==> config.mk <==
export PLATFORM = sky130hd
export DESIGN_NAME = uart_rx_cfg
export DESIGN_NICKNAME = d
export VERILOG_FILES = /design/src/rtl/uart_pkg.sv /design/src/rtl/uart_rx_sync.sv /design/src/rtl/uart_rx_cfg.sv
export SDC_FILE = /design/constraint.sdc
export NUM_CORES = 1
export LEC_CHECK = 0
export ABC_AREA = 1
export CORE_MARGIN = 2
export CORE_UTILIZATION = 40
export DETAILED_ROUTE_END_ITERATION = 8
export GPL_TIMING_DRIVEN = 0
export PLACE_DENSITY = 0.69
export SYNTH_ARGS = -nofsm -noshare
export SYNTH_HDL_FRONTEND = slang
export SYNTH_SLANG_ARGS = --single-unit
==> constraint.sdc <==
create_clock -name clk -period 3.7 [get_ports clk]
set_input_delay 0.74 -clock clk [delete_from_list [all_inputs] [get_ports clk]]
set_output_delay 0.74 -clock clk [all_outputs]
set_load 0.05 [all_outputs]
==> src/rtl/uart_pkg.sv <==
// Shared definitions for the configurable UART receiver.
//   - Parity-mode encodings for the PARITY parameter.
//   - FSM state encoding (plain localparams so legacy code can reuse them).
//   - maj3(): majority vote over three line samples.
package uart_pkg;

    localparam int unsigned PAR_NONE = 0;
    localparam int unsigned PAR_ODD  = 1;
    localparam int unsigned PAR_EVEN = 2;

    localparam logic [2:0] ST_IDLE      = 3'd0;
    localparam logic [2:0] ST_START     = 3'd1;
    localparam logic [2:0] ST_DATA      = 3'd2;
    localparam logic [2:0] ST_PARITY    = 3'd3;
    localparam logic [2:0] ST_STOP      = 3'd4;
    localparam logic [2:0] ST_WAIT_IDLE = 3'd5;

    function automatic logic maj3(input logic a, input logic b, input logic c);
        return (a & b) | (a & c) | (b & c);
    endfunction

endpackage

==> src/rtl/uart_rx_sync.sv <==
// Two-flop synchroniser for the asynchronous serial line.
// Ports:
//   clk  - clock
//   rst  - synchronous active-high reset; both flops preset to 1 (idle line)
//   d    - asynchronous input
//   q    - synchronised output
module uart_rx_sync (
    input  logic clk,
    input  logic rst,
    input  logic d,
    output logic q
);

    logic [1:0] ff_q;

    always_ff @(posedge clk) begin
        if (rst) begin
            ff_q <= 2'b11;
        end else begin
            ff_q <= {ff_q[0], d};
        end
    end

    assign q = ff_q[1];

endmodule

==> src/rtl/uart_rx_cfg.sv <==
// Configurable UART receiver with majority-vote bit sampling.
// Parameters:
//   CLKS_PER_BIT - clock cycles per bit period (>= 8)
//   DATA_BITS    - data bits per frame (5..9)
//   PARITY       - PAR_NONE / PAR_ODD / PAR_EVEN
//   STOP_BITS    - stop bits per frame (1 or 2)
// Ports:
//   clk         - clock, rising edge
//   rst         - synchronous active-high reset
//   RX          - asynchronous serial input, idle high
//   en_data_out - one-cycle pulse when a frame completes (also on error)
//   data_out    - received word, LSB first on the line; held until next pulse
//   parity_err  - parity mismatch, valid with en_data_out
//   frame_err   - a stop bit was sampled low, valid with en_data_out
//   busy        - FSM is not idle
module uart_rx_cfg
    import uart_pkg::*;
#(
    parameter int unsigned CLKS_PER_BIT = 5000,
    parameter int unsigned DATA_BITS    = 8,
    parameter int unsigned PARITY       = 0,
    parameter int unsigned STOP_BITS    = 1
) (
    input  logic                 clk,
    input  logic                 rst,
    input  logic                 RX,
    output logic                 en_data_out,
    output logic [DATA_BITS-1:0] data_out,
    output logic                 parity_err,
    output logic                 frame_err,
    output logic                 busy
);

    localparam int unsigned TW = $clog2(CLKS_PER_BIT);
    localparam int unsigned CW = $clog2(DATA_BITS + 1);

    localparam logic [TW-1:0] T_LAST   = TW'(CLKS_PER_BIT - 1);
    localparam logic [TW-1:0] T_MID_M1 = TW'(CLKS_PER_BIT / 2 - 1);
    localparam logic [TW-1:0] T_MID    = TW'(CLKS_PER_BIT / 2);
    localparam logic [TW-1:0] T_MID_P1 = TW'(CLKS_PER_BIT / 2 + 1);

    localparam logic [CW-1:0] C_DATA_LAST = CW'(DATA_BITS - 1);
    localparam logic [CW-1:0] C_STOP_LAST = CW'(STOP_BITS - 1);

    // Synchronised line and its previous value for falling-edge detection.
    logic rxs;
    logic rxs_q;

    logic [2:0]           state_q, state_d;
    logic [TW-1:0]        timer_q, timer_d;
    logic [CW-1:0]        cnt_q, cnt_d;
    logic [1:0]           samp_q, samp_d;
    logic [DATA_BITS-1:0] shreg_q, shreg_d;
    logic                 par_bit_q, par_bit_d;
    logic                 fe_q, fe_d;

    logic                 en_q, en_d;
    logic [DATA_BITS-1:0] data_q, data_d;
    logic                 perr_q, perr_d;
    logic                 ferr_q, ferr_d;

    logic timing;
    logic vote_now;
    logic vote;
    logic par_x;
    logic perr_calc;
    logic fe_next;

    uart_rx_sync u_sync (
        .clk (clk),
        .rst (rst),
        .d   (RX),
        .q   (rxs)
    );

    // Bit timer only runs while a frame is being sampled.
    assign timing = (state_q == ST_START) || (state_q == ST_DATA) ||
                    (state_q == ST_PARITY) || (state_q == ST_STOP);

    // The third sample is the current rxs, so the vote resolves at mid+1.
    assign vote_now = timing && (timer_q == T_MID_P1);
    assign vote     = maj3(samp_q[0], samp_q[1], rxs);

    assign par_x   = (^shreg_q) ^ par_bit_q;
    assign fe_next = fe_q | ~vote;

    always_comb begin
        perr_calc = 1'b0;
        if (PARITY == PAR_ODD) begin
            perr_calc = ~par_x;
        end else if (PARITY == PAR_EVEN) begin
            perr_calc = par_x;
        end
    end

    always_comb begin
        state_d   = state_q;
        timer_d   = timer_q;
        cnt_d     = cnt_q;
        samp_d    = samp_q;
        shreg_d   = shreg_q;
        par_bit_d = par_bit_q;
        fe_d      = fe_q;
        en_d      = 1'b0;
        data_d    = data_q;
        perr_d    = perr_q;
        ferr_d    = ferr_q;

        // Wrapping the timer modulo CLKS_PER_BIT spaces successive mid
        // samples exactly one bit period apart.
        if (timing) begin
            timer_d = (timer_q == T_LAST) ? '0 : timer_q + TW'(1);
            if (timer_q == T_MID_M1) begin
                samp_d[0] = rxs;
            end
            if (timer_q == T_MID) begin
                samp_d[1] = rxs;
            end
        end

        case (state_q)
            ST_IDLE: begin
                if (rxs_q && !rxs) begin
                    state_d = ST_START;
                    timer_d = '0;
                end
            end
            ST_START: begin
                if (vote_now) begin
                    if (vote) begin
                        // Glitch: start bit did not hold low at mid-bit.
                        state_d = ST_IDLE;
                    end else begin
                        state_d = ST_DATA;
                        cnt_d   = '0;
                        fe_d    = 1'b0;
                    end
                end
            end
            ST_DATA: begin
                if (vote_now) begin
                    shreg_d = {vote, shreg_q[DATA_BITS-1:1]};
                    if (cnt_q == C_DATA_LAST) begin
                        cnt_d   = '0;
                        state_d = (PARITY != PAR_NONE) ? ST_PARITY : ST_STOP;
                    end else begin
                        cnt_d = cnt_q + CW'(1);
                    end
                end
            end
            ST_PARITY: begin
                if (vote_now) begin
                    par_bit_d = vote;
                    state_d   = ST_STOP;
                end
            end
            ST_STOP: begin
                if (vote_now) begin
                    if (cnt_q == C_STOP_LAST) begin
                        en_d    = 1'b1;
                        data_d  = shreg_q;
                        perr_d  = perr_calc;
                        ferr_d  = fe_next;
                        cnt_d   = '0;
                        // After a bad stop bit the line may be in break;
                        // wait for it to go high before arming edge detect.
                        state_d = fe_next ? ST_WAIT_IDLE : ST_IDLE;
                    end else begin
                        fe_d  = fe_next;
                        cnt_d = cnt_q + CW'(1);
                    end
                end
            end
            ST_WAIT_IDLE: begin
                if (rxs) begin
                    state_d = ST_IDLE;
                end
            end
            default: begin
                state_d = ST_IDLE;
            end
        endcase

        if ((state_d == ST_IDLE) || (state_d == ST_WAIT_IDLE)) begin
            timer_d = '0;
        end
    end

    always_ff @(posedge clk) begin
        if (rst) begin
            rxs_q     <= 1'b1;
            state_q   <= ST_IDLE;
            timer_q   <= '0;
            cnt_q     <= '0;
            samp_q    <= 2'b11;
            shreg_q   <= '0;
            par_bit_q <= 1'b0;
            fe_q      <= 1'b0;
            en_q      <= 1'b0;
            data_q    <= '0;
            perr_q    <= 1'b0;
            ferr_q    <= 1'b0;
        end else begin
            rxs_q     <= rxs;
            state_q   <= state_d;
            timer_q   <= timer_d;
            cnt_q     <= cnt_d;
            samp_q    <= samp_d;
            shreg_q   <= shreg_d;
            par_bit_q <= par_bit_d;
            fe_q      <= fe_d;
            en_q      <= en_d;
            data_q    <= data_d;
            perr_q    <= perr_d;
            ferr_q    <= ferr_d;
        end
    end

    assign en_data_out = en_q;
    assign data_out    = data_q;
    assign parity_err  = perr_q;
    assign frame_err   = ferr_q;
    assign busy        = (state_q != ST_IDLE);

endmodule

==> images/port_nets.png <==
The bar under the picture is 20 um long.
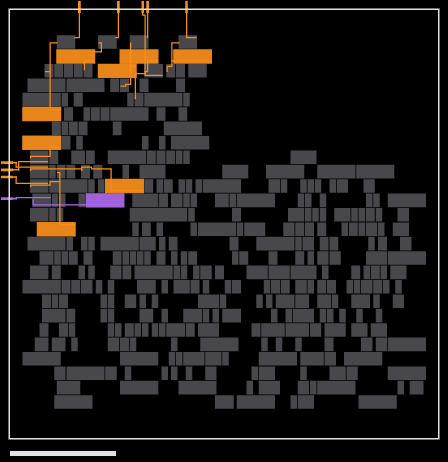
legend:
  orange:
    port: `data_out`
    bits: 8
    direction: output
    end_cells: 8
    buffers: 8
    wire: 177 um
  purple:
    port: `en_data_out`
    bits: 1
    direction: output
    end_cells: 1
    buffers: 1
    wire: 25.3 um

==> images/pdn.png <==
The bar under the picture is 20 um long. Pins as bars on the die edge.
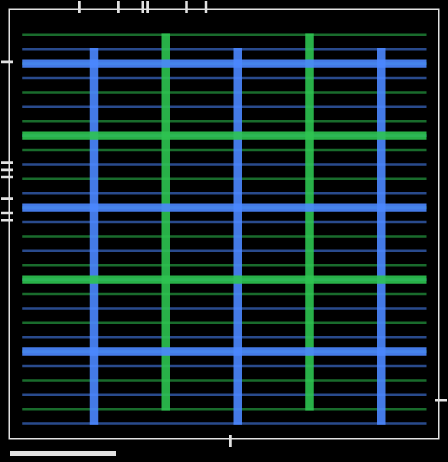
legend:
  blue:
    net: VSS
  green:
    net: VDD
met5 straps: 5
signal pins: 15
met4 straps: 5
Die Y: 80.9 um
Peak VDD IR: 0.000210 V
core area: 5610 sq um

==> Slide: Implementation Results <==
Physical Implementation Snapshot

Outcome
  • Status: finished, final reports clean

Clocking
  • Latency at later pin: 300 ps
  • CTS resizes: 0
  • CTS root buffer: clkbuf_8
  • CTS Hold Bufs: 0
  • Total CTS buffers: 5
  • Clock slew at reported path FFs: 90 ps
  • # clock sinks: 44
  • Setup bufs post-CTS: 0
  • CTS tree: done
  • H-tree depth: 2
  • Worst-case clock buffer depth: 2

Logic synthesis
  • Post-Syn Area: 2360 sq um
  • Ys async rst share: 0%
  • Yosys chip area: 2360 sq um
  • Mapped Cells: 325
  • Yosys top cell by area: dfxtp_1
  • Post-synth top cells: dfxtp_1 (44), inv_1 (44), nand2_1 (43), nor2_1 (31), o21ai_0 (30)
  • Synth Flop Type: dfxtp_1
  • Post-synth seq share: 37.3%
  • Unique cell types: 37
  • Mapped Nets: 333
  • Synth top area share: 37.3%
  • Warnings, synthesis: 0
  • Flops out of synthesis: 44
  • Post-synth EDFFs: 0
  • Top cells by area: dfxtp_1 (37%), inv_1 (7.0%), nand2_1 (6.8%)
  • Synthesized area per cell: 7.27 sq um
  • Cell total in the yosys stat output: 325

Worst setup path
  • Crit path kind: reg2out
  • CP endpoint kind: output port
  • Required time worst endpoint: 2960 ps
  • Arrival time at the worst endpoint: 1770 ps
  • FF-to-FF End: timer_q[8]
  • CP Cell Sequence: nor2_2, nand2_1, clkdlybuf4s50_1
  • Worst path slowest cell: clkdlybuf4s50_1
  • FF-to-FF Start: timer_q[0]
  • Largest stage delay, worst path: 810 ps
  • Worst Reg2Reg Path Length in Cells: 11
  • FF-to-FF setup slack: 1740 ps
  • Worst Setup Start Kind: flip-flop
  • Crit-path max FO: 5
  • Crit path from: state_q[1]
  • CP Capture Point: busy

Timing
  • Period utilization: 67.9%
  • Endpoints failing setup: 0
  • Final min period: 2510 ps
  • TNS Setup: 0 ps
  • F_max: 398 MHz
  • RSZ-0062 raised after global routing: false
  • Clock skew: 10.7 ps
  • Final-report max-slew violation count: 0
  • Worst-Margin Slew: 503 ps
  • Slew HR: 66.4%
  • Fin. Hold Viols: 0

Power and ir drop
  • PwrDens: 369 nW/um^2
  • Pleak: 1.12 nW

Layout
  • N_diodes: 0
  • Flops: 44
  • Inverter count: 55
  • Cell area after layout: 2700 sq um
  • Reg area: 881 sq um
  • Clock buffers: 5
  • Comb gate area: 1220 sq um
  • Fillers: 575
  • Share of cells above drive strength 1: 17.1%
  • Buffers excl. clock: 21
  • Sequential cell area share: 32.7%
  • Syn-to-layout area delta: 14.2%
  • Max-area cell class: combinational gates
  • Fin nets: 353
  • Combinational fraction of the cell area: 45.3%
  • Multi-input gates: 218
  • Signal buf overhead: 6.82%
  • Most instantiated logic cells after routing: inv_1 (44), dfxtp_1 (44), nand2_1 (43), nor2_1 (31), o21ai_0 (30)
  • Clk tree area frac: 4.27%

Place
  • Number of port buffers: 13
  • Post-DP HPWL: 3610 um
  • Placed Instance Area: 2580 sq um
  • Routability Congestion: 0.899

GRT
  • Gr usage total: 16.1%
  • Initial antenna violation count: 0
  • Vias in the first global route: 1,928
  • Total gr overflow: 0
  • Largest net degree at the start of global routing: 16
  • First-pass GRT wire length: 8340 um

Hold path
  • Hold Path Class: reg2reg
  • Hold depth: 1
  • WHS Endpoint: u_sync.ff_q[1]
  • Hold Startpoint: u_sync.ff_q[0]

Run
  • OpenROAD warning count: 29
  • Max-Cap Viols: 0

Routing
  • DR vias: 2,057
  • WL final: 4810 um
  • Initial DRC Count: 55
  • WL/cell: 11.5 um
  • DR DRC count: 0
  • Post-route ant nets: 0
  • Vias per cell: 4.92
  • Iteration tally of the first detailed-router pass: 4

Floorplanning
  • Num rows: 27
  • Pre-Place Util: 42.1%
  • # IOs: 15
  • Die Wd: 80.9 um
  • N_taps: 72
  • Die area: 6540 sq um
critical path: cells and delay by family (launching register included):
| family | cells | cell delay (ps) |
|---|---|---|
| AND/OR/NAND/NOR | 2 | 210 |
| flip-flops | 1 | 460 |
| buffers and inverters | 1 | 810 |
report_power, final:
group / switching, W / total (W) / internal [W]
Sequential: 0.00000845 / 0.000491 / 0.000482
Clock: 0.000175 / 0.000379 / 0.000204
Combinational: 0.0000857 / 0.000127 / 0.0000416
Total: 0.000269 / 0.000997 / 0.000728
metrics by stage:
stage          setup slack (ps)  cells  total power (W)  util (%)  hold WS [ps]
2_1_floorplan              1930    325         0.000602         -           389
4_1_cts                    1150    418          0.00102      48.1           418
3_3_place_gp               1470    410         0.000628      46.1           392
5_1_grt                    1090    418          0.00105      48.1           441
6_report                   1190    418         0.000997      48.1           414
3_5_place_dp               1430    410         0.000630      46.1           395
routing by layer:
layer,wire length (um),vias up,track usage (%)
met1,2300,933,20.3
met3,142,8,3.00
met2,2290,36,27.3
met5,0,-,0
li1,-,1080,-
met4,78,0,5.93
cell families after synthesis:
logic type | after synthesis | share of synthesized area, %
AOI/OAI and AO/OA | 63 | 14.3
xor gates and xnor gates | 8 | 2.97
adders and majority gates | 5 | 2.65
buffers and inverters | 63 | 11.0
DFF | 44 | 37.3
other | 1 | 0.159
and+or+nand+nor | 141 | 31.6
registers in the layout, summed over array words and instances (netlist names):
| register | cells |
|---|---|
| timer_q | 13 |
| cnt_q | 4 |
| u_sync.ff_q | 2 |
| rxs_q | 1 |
| samp_q | 2 |
| data_out | 8 |
| fe_q | 1 |
| en_data_out | 1 |
| shreg_q | 8 |
| state_q | 3 |
| frame_err | 1 |
Power is estimated from default activity; no workload was simulated.
